### config.mk
export PLATFORM = sky130hd
export DESIGN_NAME = buf_cache_ctrl
export DESIGN_NICKNAME = d
export VERILOG_FILES = /design/src/rtl/buf_cache_pkg.sv /design/src/rtl/buf_tag_match.sv /design/src/rtl/buf_cache_ctrl.sv
export SDC_FILE = /design/constraint.sdc
export NUM_CORES = 1
export LEC_CHECK = 0
export ABC_AREA = 1
export CAP_MARGIN = 25
export CELL_PAD_IN_SITES_DETAIL_PLACEMENT = 1
export CELL_PAD_IN_SITES_GLOBAL_PLACEMENT = 1
export CORE_MARGIN = 3
export CORE_UTILIZATION = 44
export DETAILED_ROUTE_END_ITERATION = 7
export PLACE_DENSITY_LB_ADDON = 0.05
export SYNTH_ARGS = -nofsm -noshare
export SYNTH_HDL_FRONTEND = slang
export SYNTH_SLANG_ARGS = --single-unit
### constraint.sdc
create_clock -name clk -period 3.85 [get_ports clk]
set_clock_uncertainty 0.05 [all_clocks]
set_input_delay 0.77 -clock clk [delete_from_list [all_inputs] [get_ports clk]]
set_output_delay 0.77 -clock clk [all_outputs]
set_load 0.1 [all_outputs]
### src/rtl/buf_cache_pkg.sv
// rtl/buf_cache_pkg.sv - shared types and sizes for the buffer-pool tag cache
package buf_cache_pkg;

  localparam int NUM_BUF   = 4;
  localparam int BUF_IDX_W = 2;

  typedef enum logic [1:0] {
    IDLE,
    LOOKUP,
    VICT_REQ,
    VICT_WAIT
  } state_e;

endpackage

### src/rtl/buf_tag_match.sv
// rtl/buf_tag_match.sv - 4-way tag compare with hit and lowest-free encoders
module buf_tag_match
  import buf_cache_pkg::*;
#(
  parameter int TAG_W = 8
) (
  input  logic [NUM_BUF-1:0]            valid,
  input  logic [NUM_BUF-1:0][TAG_W-1:0] tags,
  input  logic [TAG_W-1:0]              tag,
  output logic                          hit,
  output logic [BUF_IDX_W-1:0]          hit_idx,
  output logic                          any_free,
  output logic [BUF_IDX_W-1:0]          free_idx
);

  // Scan from the top down so the lowest matching/free index wins.
  always_comb begin
    hit      = 1'b0;
    hit_idx  = '0;
    any_free = 1'b0;
    free_idx = '0;
    for (int i = NUM_BUF - 1; i >= 0; i--) begin
      if (valid[i] && (tags[i] == tag)) begin
        hit     = 1'b1;
        hit_idx = BUF_IDX_W'(i);
      end
      if (!valid[i]) begin
        any_free = 1'b1;
        free_idx = BUF_IDX_W'(i);
      end
    end
  end

endmodule

### src/rtl/buf_cache_ctrl.sv
// rtl/buf_cache_ctrl.sv - four-entry fully associative tag lookup, LFU policy requester
module buf_cache_ctrl
  import buf_cache_pkg::*;
#(
  parameter int TAG_W = 8
) (
  input  logic                 clk,
  input  logic                 rst_n,
  input  logic                 req_valid,
  input  logic [TAG_W-1:0]     req_tag,
  output logic                 req_ready,
  input  logic                 flush,
  output logic                 resp_valid,
  output logic                 resp_hit,
  output logic [BUF_IDX_W-1:0] resp_buf,
  output logic                 ref_valid,
  output logic [BUF_IDX_W-1:0] ref_buf_numbr,
  output logic                 new_buf_req,
  input  logic [BUF_IDX_W-1:0] buf_num_replc
);

  state_e                        state_q, state_d;
  logic [NUM_BUF-1:0]            valid_q;
  logic [NUM_BUF-1:0][TAG_W-1:0] tags_q;
  logic [TAG_W-1:0]              tag_q;

  logic                 hit, any_free;
  logic [BUF_IDX_W-1:0] hit_idx, free_idx;

  logic                 cap_tag, clr_valid, wr_en;
  logic [BUF_IDX_W-1:0] wr_idx;
  logic                 resp_valid_d, resp_hit_d, new_buf_req_d;
  logic [BUF_IDX_W-1:0] resp_buf_d;

  buf_tag_match #(.TAG_W(TAG_W)) u_match (
    .valid    (valid_q),
    .tags     (tags_q),
    .tag      (tag_q),
    .hit      (hit),
    .hit_idx  (hit_idx),
    .any_free (any_free),
    .free_idx (free_idx)
  );

  assign req_ready = (state_q == IDLE) && !flush;

  always_comb begin
    state_d       = state_q;
    cap_tag       = 1'b0;
    clr_valid     = 1'b0;
    wr_en         = 1'b0;
    wr_idx        = '0;
    resp_valid_d  = 1'b0;
    resp_hit_d    = resp_hit;
    resp_buf_d    = resp_buf;
    new_buf_req_d = 1'b0;
    case (state_q)
      IDLE: begin
        if (flush) begin
          clr_valid = 1'b1;
        end else if (req_valid) begin
          cap_tag = 1'b1;
          state_d = LOOKUP;
        end
      end
      LOOKUP: begin
        if (hit) begin
          resp_valid_d = 1'b1;
          resp_hit_d   = 1'b1;
          resp_buf_d   = hit_idx;
          state_d      = IDLE;
        end else if (any_free) begin
          wr_en        = 1'b1;
          wr_idx       = free_idx;
          resp_valid_d = 1'b1;
          resp_hit_d   = 1'b0;
          resp_buf_d   = free_idx;
          state_d      = IDLE;
        end else begin
          new_buf_req_d = 1'b1;
          state_d       = VICT_REQ;
        end
      end
      VICT_REQ: begin
        state_d = VICT_WAIT;
      end
      VICT_WAIT: begin
        wr_en        = 1'b1;
        wr_idx       = buf_num_replc;
        resp_valid_d = 1'b1;
        resp_hit_d   = 1'b0;
        resp_buf_d   = buf_num_replc;
        state_d      = IDLE;
      end
      default: state_d = IDLE;
    endcase
  end

  // The policy reference index always mirrors the response index.
  always_ff @(posedge clk or negedge rst_n) begin
    if (!rst_n) begin
      state_q       <= IDLE;
      valid_q       <= '0;
      resp_valid    <= 1'b0;
      resp_hit      <= 1'b0;
      resp_buf      <= '0;
      ref_valid     <= 1'b0;
      ref_buf_numbr <= '0;
      new_buf_req   <= 1'b0;
    end else begin
      state_q       <= state_d;
      resp_valid    <= resp_valid_d;
      resp_hit      <= resp_hit_d;
      resp_buf      <= resp_buf_d;
      ref_valid     <= resp_valid_d;
      ref_buf_numbr <= resp_buf_d;
      new_buf_req   <= new_buf_req_d;
      if (clr_valid) begin
        valid_q <= '0;
      end else if (wr_en) begin
        valid_q[wr_idx] <= 1'b1;
      end
    end
  end

  always_ff @(posedge clk) begin
    if (cap_tag) begin
      tag_q <= req_tag;
    end
    if (wr_en) begin
      tags_q[wr_idx] <= tag_q;
    end
  end

endmodule
==> run notes, run 1 <==
Drt
- number of detailed-route iterations in the first pass: 4
- post-detailed-route count of antenna-violating nets: 0

Synthesis
- biggest area contributors in the synthesized netlist: edfxtp_1 (46%), nand2_1 (13%), dfrtp_1 (10%)
- area share of and-or/or-and cells after synthesis: 0.0285
- Adder Area Share: 0
- yosys stat area: 2630 sq um
- Synth Seq Share: 0.561
- post-synthesis mux area share: 0
- Top logic family: simple AND/OR/NAND/NOR gates
- per-instance average area after synthesis: 8.86 sq um
- number of nets at floorplan: 311
- area fraction in and, or, nand and nor cells after synthesis: 0.286
- post-synthesis sequential element count: 51
- count of instantiated cells in the yosys netlist: 297

Final timing
- worst slack on hold paths: 0.457 ns
- setup repair after global routing missed its margin: no

Worst setup path
- standard cell with the maximum stage delay on the critical path: clkdlybuf4s50_1
- worst-case register-to-register setup slack: 1.49 ns
- Startpoint Class: flop
- Crit Path Category: flop to primary output

Clock tree
- number of buffers between clock root and the deepest sink: 2
- clk sinks: 51
- PostCTS Resize Cnt: 0
- Clock H-tree levels: 2

Place
- routability congestion estimate: 0.769
- instance area at placement: 2880 sq um

Finish
- flip-flop count of the largest register, all copies and words added: 32
- number of clock buffers in the layout: 6
- fraction of final layout cells with drive strength greater than 1: 0.109
- final design instance area without fill: 3020 sq um
- Seq/total area: 0.489
- non-filler instance count after layout: 393
- Nets: 334
- fraction of area in multi-input gates: 0.303
- Inverters, non-clock: 48
- Synth-to-Final Area Change: 14.6%
- registers with the most flip-flops: tags_q: 32 flops, tag_q: 8 flops, valid_q: 4 flops
- filler cell count: 696
- multi-input combinational gate total: 192

Floorplanning
- Die Y-Extent: 83.4 um
- Core Density at Floorplan: 0.467
- number of rows created at floorplan: 27

Pwr
- Overall Power: 2130 uW
- LEAKAGE: 0.00139 uW
- heaviest power group: sequential cells
- total sequential power: 884 uW

Status
- run status: complete, no violations

GRT
- number of antenna violations at the first check in global routing: 0

Job
- Log Warnings: 26

run 1: path summary, 6_finish.rpt:
kind,cells past startpoint,from,end
setup / recovery,1,ref_buf_numbr[1]$_DFFE_PN0P_,ref_buf_numbr[1]
hold / removal,2,resp_hit$_DFFE_PN0P_,resp_hit$_DFFE_PN0P_
setup reg to reg,12,tag_q[2]$_DFFE_PP_,tags_q[7]$_DFFE_PP_
hold reg to reg,2,resp_hit$_DFFE_PN0P_,resp_hit$_DFFE_PN0P_
max in group asynchronous,1,rst_n,valid_q[3]$_DFFE_PN0P_
min in group asynchronous,1,rst_n,ref_buf_numbr[1]$_DFFE_PN0P_
run 1: per-layer routing:
layer,global-route usage,vias up,part of all wire
met2,0.294,27,0.48
met3,0.0278,6,0.025
met5,0,-,0
met4,0.0446,0,0.013
met1,0.233,929,0.49
li1,-,971,-
Figure 1. Cell sizes after repair (run 1).
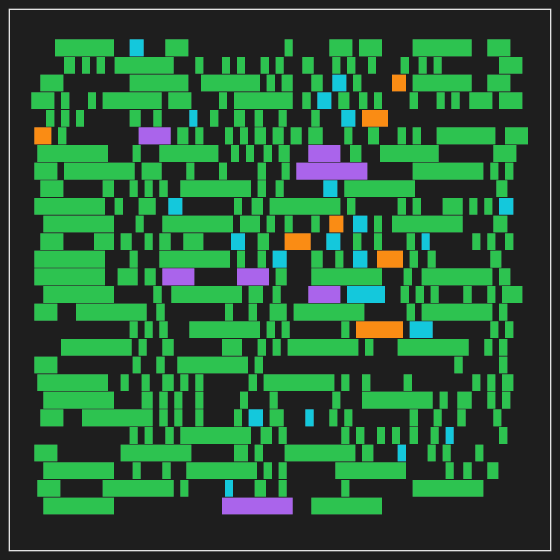
legend:
  drive 3 to 4:
    colour: orange
    cells: 7
  drive 1 or less:
    colour: green
    cells: 286
  drive 2:
    colour: cyan
    cells: 21
  drive 6 and up:
    colour: purple
    cells: 7

Figure 2. Placement density heat map (run 1).
Scale bar: 20 um. The die is cut into 8 by 8 equal tiles; dark blue is low, red is high, 0 to 100% covered.
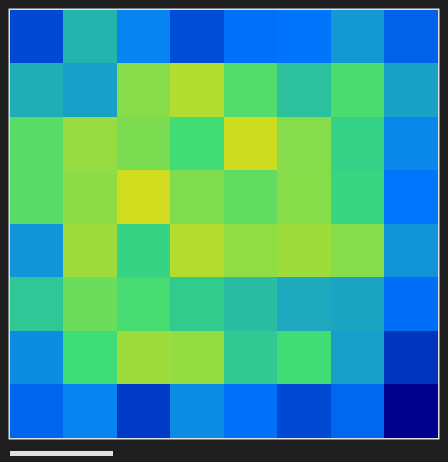
emptiest ninth of the die: bottom right
mean over tiles: 42%
fullest tile: 69%
nearly empty tiles: 1.6%

Figure 3. Placement by cell class (run 1).
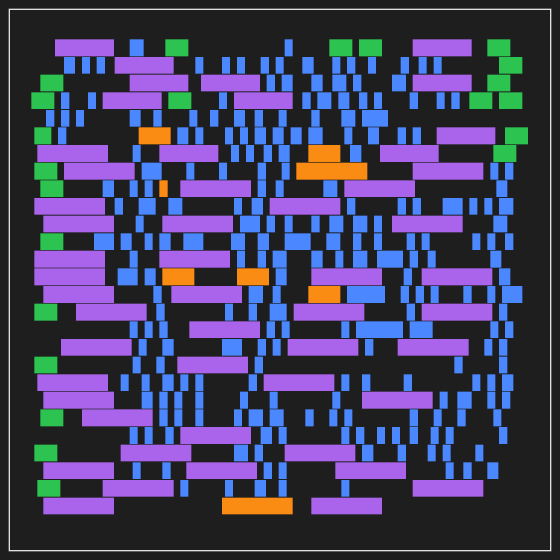
legend:
  all other logic:
    colour: blue
    cells: 240
    share_of_their_area: 38%
  other buffers and delay cells:
    colour: green
    cells: 22
    share_of_their_area: 7.4%
  clock drivers and dummy loads:
    colour: orange
    cells: 8
    share_of_their_area: 4.5%
  flip-flops:
    colour: purple
    cells: 51
    share_of_their_area: 50%

Figure 4. Wire density map (run 1).
Scale bar: 20 um. The die is cut into 17 by 17 equal tiles; dark blue is low, red is high, scaled to the fullest tile. Values are wire area over tile area, all layers added.
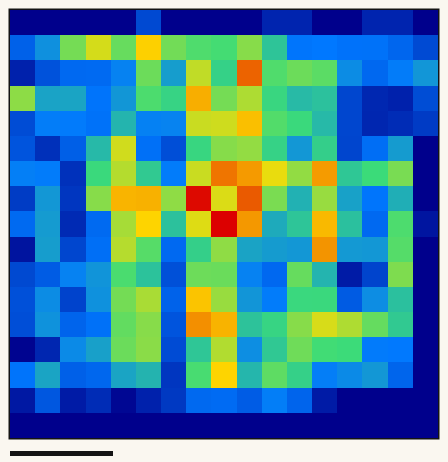
mean over tiles: 0.12
densest ninth of the die: middle
fullest tile: 0.36
Post-Route WL: 5530 um
GR Util All Layers: 0.174

==> inputs of run 2 (changes only) <==
- CORE_UTILIZATION: 44 -> 39
- clock period: 3.85 -> 2.3 ns (I/O delays scaled with it)
Figure 5. Cell sizes after repair (run 2).
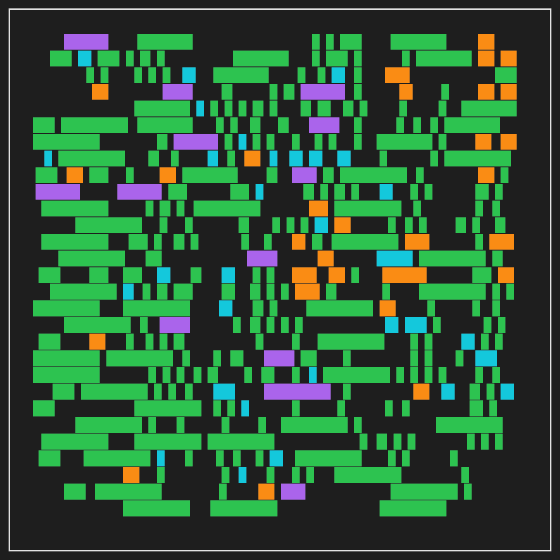
legend:
  drive 6 and up:
    colour: purple
    cells: 13
  drive 2:
    colour: cyan
    cells: 31
  drive 1 or less:
    colour: green
    cells: 267
  drive 3 to 4:
    colour: orange
    cells: 30

==> run 2 against run 1 <==
Effect of this change: setup slack got worse by 1.1 ns; cell area up 7.2%; synthesized cell count stayed put; largest power group is now combinational cells; highest routed layer unchanged.
==> run notes, run 2 <==
Floorplanning
- Core Density at Floorplan: 0.408, -0.0590

Synthesis
- post-synthesis sequential element count: 51, unchanged
- yosys stat area: 2630 sq um, unchanged
- Synth Seq Share: 0.561, unchanged
- area fraction in and, or, nand and nor cells after synthesis: 0.286, unchanged
- post-synthesis mux area share: 0, unchanged
- area share of and-or/or-and cells after synthesis: 0.0285, unchanged
- biggest area contributors in the synthesized netlist: edfxtp_1 (46%), nand2_1 (13%), dfrtp_1 (10%)
- Adder Area Share: 0, unchanged

Worst setup path
- Reg-to-Reg Start: tag_q[6]$_DFFE_PP_
- Startpoint Class: flop
- worst-case register-to-register setup slack: 0.10 ns, -1.39 ns
- Reg-to-Reg End: tags_q[6]$_DFFE_PP_

Finish
- Nets: 354, +6.0%
- non-filler instance count after layout: 418, +6.4%
- final design instance area without fill: 3230 sq um, +7.2%
- flip-flop count of the largest register, all copies and words added: 32, unchanged
- fraction of final layout cells with drive strength greater than 1: 0.217, +0.108
- registers with the most flip-flops: tags_q: 32 flops, tag_q: 8 flops, valid_q: 4 flops

Job
- Log Warnings: 26, unchanged

GRT
- gr busiest metal: met2
- met3 Usage GRT: 0.0339, +0.00609
- GR Util All Layers: 0.175, +0.00124
- global-route met1 utilization: 0.247, +0.0145
- GR Util met2: 0.278, -0.0164

Pwr
- Overall Power: 3720 uW, +75%
- LEAKAGE: 0.00151 uW, +8.6%
- total sequential power: 1470 uW, +66%

Clock tree
- number of buffers between clock root and the deepest sink: 2, unchanged
- PostCTS Resize Cnt: 0, unchanged
- Clock H-tree levels: 2, unchanged

Drt
- post-detailed-route count of antenna-violating nets: 0, unchanged
- number of detailed-route iterations in the first pass: 4, unchanged
- routed metal-1 wire length: 3130 um, +17%
- Post-Route WL: 6410 um, +16%

Final timing
- worst slack on hold paths: 0.446 ns, -0.0101 ns

Status
- run status: complete, no violations

Place
- routability congestion estimate: 0.766, -0.40%

==> run 2: kinds of logic after synthesis <==
family	count (synthesis)
simple gates	168
buf+inv	54
flops	51
compound gates	15
xor+xnor	9
==> run 2: worst register-to-register path, stage by stage, from the launching register on <==
cell and delay [ns]:
edfxtp_1 0.43, xnor2_1 0.40, nand4_1 0.23, nor2_4 0.18, nor2_2 0.08, nand3_1 0.10
nand2_2 0.08, nor2_1 0.10, nand2_1 0.08, inv_2 0.08, buf_12 0.12
==> run 2: cell type report <==
cell class / count / area (sq um)
Clock buffer: 5 / 68.8
Multi-Input combinational cell: 192 / 947
Inverter: 48 / 185
Tap cell: 77 / 96.3
Clock inverter: 3 / 43.8
Sequential cell: 51 / 1480
Timing Repair Buffer: 42 / 415
Fill cell: 788 / 3230
==> inputs of run 3 (changes only) <==
- CORE_UTILIZATION: 39 -> 33
- CTS_CLUSTER_DIAMETER: default -> 200
Figure 6. Placement density heat map (run 3).
Scale bar: 20 um. The die is cut into 10 by 10 equal tiles; dark blue is low, red is high, 0 to 100% covered.
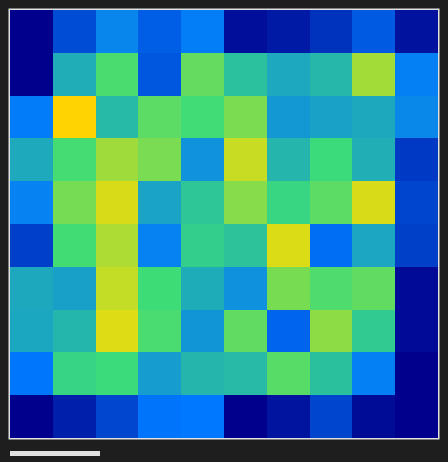
fullest tile: 76%
nearly empty tiles: 6.0%
emptiest ninth of the die: bottom right
placeable core area: 7490 sq um
Core Density at Floorplan: 0.352
Finished Core Util: 0.449

==> run 3 against run 2 <==
Effect of this change: critical path depth is 3 higher; power is 1.1% lower; global-route usage down 2.6 points; sequential share of layout area fell by 1.7 points; register-to-register slack about the same; core utilization down 5.2 points; first-iteration DRC count shrank 48%; sequential cell count unchanged; synthesized cell count did not move; maximum frequency rose by 0.56%; via count grew 0.94%; wire length grew 0.61%; critical endpoint is now tags_q[7]$_DFFE_PP_; highest routed layer unchanged.
==> run notes, run 3 <==
Status
- run status: complete, no violations

Drt
- Post-Route WL: 6450 um, +0.61%
- post-detailed-route count of antenna-violating nets: 0, unchanged
- uppermost layer routed: met4
- routed metal-1 wire length: 3220 um, +3.0%
- number of detailed-route iterations in the first pass: 4, unchanged

Synthesis
- Synth Seq Share: 0.561, unchanged
- Synth area leader: edfxtp_1
- share of synthesized registers carrying an async set or reset: 0.216
- biggest area contributors in the synthesized netlist: edfxtp_1 (46%), nand2_1 (13%), dfrtp_1 (10%)
- post-synthesis sequential element count: 51, unchanged

GRT
- global-route met1 utilization: 0.205, -0.0419
- gr busiest metal: met2
- GR Util All Layers: 0.150, -0.0258

Finish
- non-filler instance count after layout: 447, +6.9%
- registers with the most flip-flops: tags_q: 32 flops, tag_q: 8 flops, valid_q: 4 flops
- fraction of final layout cells with drive strength greater than 1: 0.284, +0.0675
- flip-flop count of the largest register, all copies and words added: 32, unchanged
- Nets: 361, +2.0%
- final design instance area without fill: 3360 sq um, +3.9%
- filler cell count: 866, +9.9%

Pwr
- Internal Dissipation: 2100 uW
- Overall Power: 3680 uW, -1.1%
- total sequential power: 1470 uW, about the same
- LEAKAGE: 0.00154 uW, +2.0%

Final timing
- setup repair after global routing missed its margin: yes
- worst slack on hold paths: 0.438 ns, -0.00829 ns

Worst setup path
- kind of capture point of the worst setup path: flop
- worst-case register-to-register setup slack: 0.11 ns, about the same
- Reg-to-Reg Start: tag_q[2]$_DFFE_PP_
- Startpoint Class: flop
- Reg-to-Reg End: tags_q[7]$_DFFE_PP_

Job
- Log Warnings: 27, +3.8%

Clock tree
- number of buffers between clock root and the deepest sink: 2, unchanged
- PostCTS Resize Cnt: 0, unchanged
- Clock H-tree levels: 2, unchanged

Place
- routability congestion estimate: 0.764, -0.21%

-- run 3: netlist changes by cell type in the layout (fill, tap and decap cells not counted), moves of 2 or more --
cell     change
nand2_4      +2
inv_2        +4
buf_6        +2
nor2_4       +2
nor2_2       -2
nand3_1      -3
nand2_1     -11
buf_4        +5
inv_1        -4
nand3_2      +3
nand2_2      +9
-- run 3: logic make-up after synthesis --
logic type,share of synthesized area
compound gates,0.0285
simple gates,0.286
flops,0.561
buf+inv,0.0917
xor+xnor,0.0328
-- run 3: area by class of cell --
cell class,count,area [sq um],area share
clock inverters,2,12.5,0.00373
multi-input cells,192,1010,0.301
well taps,99,124,0.0369
inverters,48,185,0.0551
flip-flops and latches,51,1480,0.440
clock buffers,6,72.6,0.0216
repair buffers,49,475,0.142
No activity file was given, so power comes from the tool's default toggle rates.
